[src/rtl/banzai_infer_seq.sv]
// AXI-Lite sequencer: writes four observations and a mode word, then reads one result.
// Optional watchdog enabled by BANZAI_SEQ_TIMEOUT_EN.
module banzai_infer_seq #(
  parameter logic [31:0] BASE_ADDR      = 32'h0000_0000,
  parameter int unsigned TIMEOUT_CYCLES = 255
) (
  input  logic         clk,
  input  logic         rst,
  input  logic         start,
  input  logic [127:0] obs,
  output logic         busy,
  output logic         done,
  output logic [31:0]  result,
  output logic         error,
  output logic [31:0]  m_aw_addr,
  output logic         m_aw_valid,
  input  logic         m_aw_ready,
  output logic [31:0]  m_w_data,
  output logic [3:0]   m_w_strb,
  output logic         m_w_valid,
  input  logic         m_w_ready,
  input  logic [1:0]   m_b_resp,
  input  logic         m_b_valid,
  output logic         m_b_ready,
  output logic [31:0]  m_ar_addr,
  output logic         m_ar_valid,
  input  logic         m_ar_ready,
  input  logic [31:0]  m_r_data,
  input  logic [1:0]   m_r_resp,
  input  logic         m_r_valid,
  output logic         m_r_ready
);

  typedef enum logic [2:0] {
    IDLE, WR_OBS, WR_MODE, RD_RES, FIN
  } state_t;

  state_t      state, state_n;
  logic [1:0]  idx, idx_n;
  logic [95:0] obs_q;
  logic        aw_v, w_v, b_r, ar_v, r_r;
  logic [31:0] aw_a, w_d, ar_a, res_q;
  logic        err_q;
  logic        b_hs, r_hs, b_ok, r_ok, tmo;
  logic        issue_wr, issue_rd;
  logic [31:0] wr_addr_n, wr_data_n;

  assign b_hs = b_r & m_b_valid;
  assign r_hs = r_r & m_r_valid;
  assign b_ok = (m_b_resp == 2'b00);
  assign r_ok = (m_r_resp == 2'b00);

`ifdef BANZAI_SEQ_TIMEOUT_EN
  logic [31:0] tmo_cnt;

  always_ff @(posedge clk or posedge rst) begin
    if (rst) begin
      tmo_cnt <= '0;
    end else if (issue_wr || issue_rd) begin
      tmo_cnt <= '0;
    end else if (tmo_cnt != TIMEOUT_CYCLES) begin
      tmo_cnt <= tmo_cnt + 32'd1;
    end
  end

  // a handshake landing on the limit cycle still wins over the watchdog
  assign tmo = (state == WR_OBS || state == WR_MODE || state == RD_RES)
             && (tmo_cnt == TIMEOUT_CYCLES) && !b_hs && !r_hs;
`else
  logic unused_tmo;
  assign unused_tmo = ^TIMEOUT_CYCLES;
  assign tmo        = 1'b0;
`endif

  always_comb begin
    state_n   = state;
    idx_n     = idx;
    issue_wr  = 1'b0;
    issue_rd  = 1'b0;
    wr_addr_n = '0;
    wr_data_n = '0;
    case (state)
      IDLE: begin
        if (start) begin
          state_n   = WR_OBS;
          idx_n     = 2'd0;
          issue_wr  = 1'b1;
          wr_addr_n = BASE_ADDR + 32'h200C;
          wr_data_n = obs[31:0];
        end
      end
      WR_OBS: begin
        if (tmo) begin
          state_n = FIN;
        end else if (b_hs) begin
          if (!b_ok) begin
            state_n = FIN;
          end else if (idx == 2'd3) begin
            state_n   = WR_MODE;
            issue_wr  = 1'b1;
            wr_addr_n = BASE_ADDR + 32'h201C;
            wr_data_n = 32'h1;
          end else begin
            idx_n     = idx + 2'd1;
            issue_wr  = 1'b1;
            wr_addr_n = BASE_ADDR + 32'h200C + {28'd0, idx_n, 2'b00};
            wr_data_n = obs_q[{idx, 5'd0} +: 32];
          end
        end
      end
      WR_MODE: begin
        if (tmo) begin
          state_n = FIN;
        end else if (b_hs) begin
          if (!b_ok) begin
            state_n = FIN;
          end else begin
            state_n  = RD_RES;
            issue_rd = 1'b1;
          end
        end
      end
      RD_RES: begin
        if (tmo || r_hs) state_n = FIN;
      end
      FIN:     state_n = IDLE;
      default: state_n = IDLE;
    endcase
  end

  always_ff @(posedge clk or posedge rst) begin
    if (rst) begin
      state <= IDLE;
      idx   <= '0;
      obs_q <= '0;
      aw_v  <= 1'b0;
      w_v   <= 1'b0;
      b_r   <= 1'b0;
      ar_v  <= 1'b0;
      r_r   <= 1'b0;
      aw_a  <= '0;
      w_d   <= '0;
      ar_a  <= '0;
      res_q <= '0;
      err_q <= 1'b0;
    end else begin
      state <= state_n;
      idx   <= idx_n;
      if (state == IDLE && start) begin
        obs_q <= obs[127:32];
        err_q <= 1'b0;
      end
      if (issue_wr) begin
        aw_v <= 1'b1;
        w_v  <= 1'b1;
        b_r  <= 1'b1;
        aw_a <= wr_addr_n;
        w_d  <= wr_data_n;
      end else begin
        if (m_aw_ready) aw_v <= 1'b0;
        if (m_w_ready)  w_v  <= 1'b0;
        if (m_b_valid)  b_r  <= 1'b0;
      end
      if (issue_rd) begin
        ar_v <= 1'b1;
        r_r  <= 1'b1;
        ar_a <= BASE_ADDR + 32'h2000;
      end else begin
        if (m_ar_ready) ar_v <= 1'b0;
        if (m_r_valid)  r_r  <= 1'b0;
      end
      if ((state == WR_OBS || state == WR_MODE) && b_hs && !b_ok) err_q <= 1'b1;
      if (state == RD_RES && r_hs) begin
        if (r_ok) res_q <= m_r_data;
        else      err_q <= 1'b1;
      end
      if (tmo) begin
        aw_v  <= 1'b0;
        w_v   <= 1'b0;
        b_r   <= 1'b0;
        ar_v  <= 1'b0;
        r_r   <= 1'b0;
        err_q <= 1'b1;
      end
    end
  end

  always_comb begin
    busy       = (state != IDLE);
    done       = (state == FIN);
    result     = res_q;
    error      = err_q;
    m_aw_addr  = aw_a;
    m_aw_valid = aw_v;
    m_w_data   = w_d;
    m_w_strb   = 4'hF;
    m_w_valid  = w_v;
    m_b_ready  = b_r;
    m_ar_addr  = ar_a;
    m_ar_valid = ar_v;
    m_r_ready  = r_r;
  end

endmodule
[config.mk]
export PLATFORM = sky130hd
export DESIGN_NAME = banzai_infer_seq
export DESIGN_NICKNAME = d
export VERILOG_FILES = /design/src/rtl/banzai_infer_seq.sv
export SDC_FILE = /design/constraint.sdc
export NUM_CORES = 1
export LEC_CHECK = 0
export CAP_MARGIN = 20
export CORE_MARGIN = 1
export CORE_UTILIZATION = 48
export DETAILED_ROUTE_END_ITERATION = 8
export GPL_ROUTABILITY_DRIVEN = 0
export PLACE_DENSITY = 0.86
export SETUP_SLACK_MARGIN = 0.4
export SYNTH_ARGS = -nofsm -noshare
export SYNTH_HDL_FRONTEND = slang
export SYNTH_SLANG_ARGS = --single-unit
[constraint.sdc]
create_clock -name clk -period 19.1 [get_ports clk]
set_input_delay 5.73 -clock clk [delete_from_list [all_inputs] [get_ports clk]]
set_output_delay 5.73 -clock clk [all_outputs]
set_load 0.005 [all_outputs]
io_fan.png
Scale bar: 50 um.
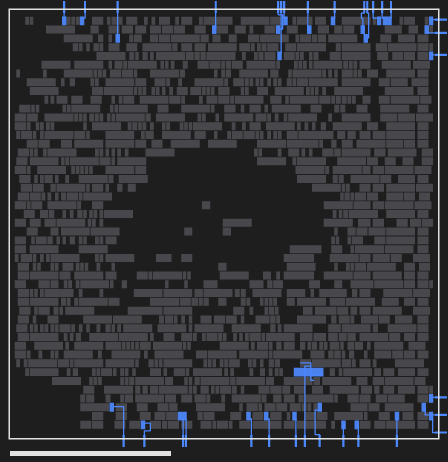
| port | color | bits | direction | edge | end cells | buffers | wire |
|---|---|---|---|---|---|---|---|
| m_ar_addr | blue | 32 | output | 14 north, 12 south, 6 east | 32 | 1 | 210 um |

flops_by_reg.png
Other sequential cells in the stronger gray, the rest of the logic in the fainter gray.
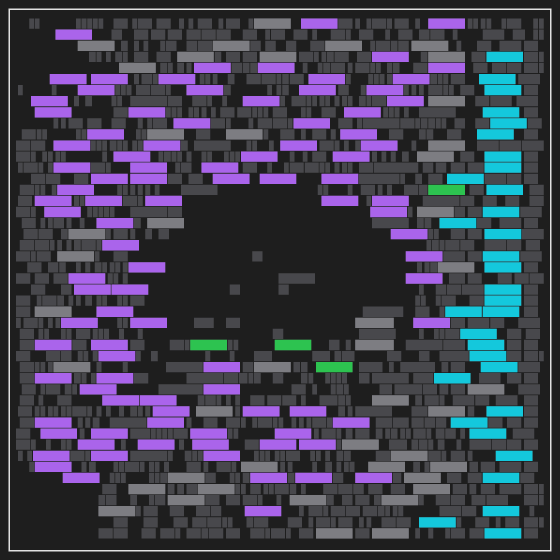
| netlist name | color | placed flops |
|---|---|---|
| m_aw_addr | green | 4 |
| obs_q | purple | 96 |
| result | cyan | 32 |

==> deck_impl_summary.md <==
Physical Implementation Snapshot

Outcome
  – Status: finished, final reports clean

Clocking
  – Latency at later pin: 0.41 ns
  – H-tree depth: 4
  – Post-CTS sizing: 0
  – CTS tree: done
  – Clk buf depth: 2
  – Clock-pin slew on the worst setup and hold paths: about 0.060 ns

Worst setup path
  – CP Launch Type: primary input
  – Crit path max-delay family: buffers and inverters

Place
  – Area after DPL: approximately 11000 um2

Final layout
  – Most flops, register: obs_q
  – Dominant logic cell type in the layout: nand2_1
  – Bufs w/o clock: 256
  – # diodes: 0

Routing
  – # DRC: 0
  – Wl on met1: around 9 mm

Pwr
  – Switching Fraction: between 30 and 40%
  – Top power group: sequential cells

Synth
  – Cell taking the most area after synthesis: dfrtp_1
  – Count leader, synth: nand2_1

Timing
  – Fin. max-slew vios: 0
clk_routes.png
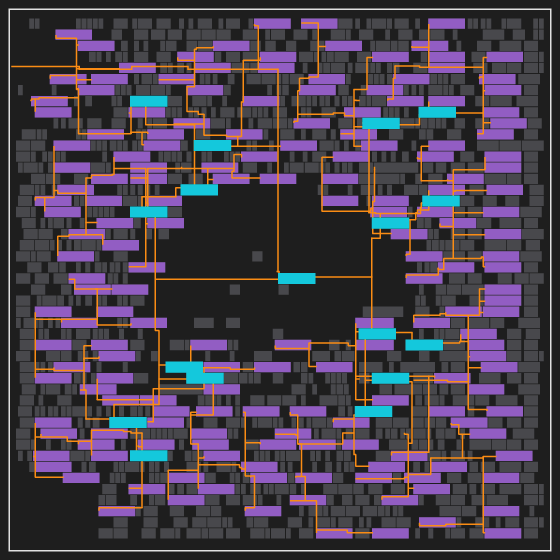
[clock drivers] cyan | count: 17
[flip-flops] purple | count: 176
[clock wires] orange | length: 2010 um
routed clock nets: 18

layer_met1.png
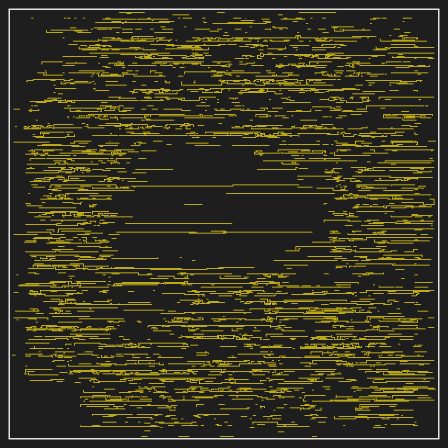
longest straight run: 33.6 um
wire length on this layer: 8950 um
nets with wire on the layer: 1082

No activity file was given, so power comes from the tool's default toggle rates.
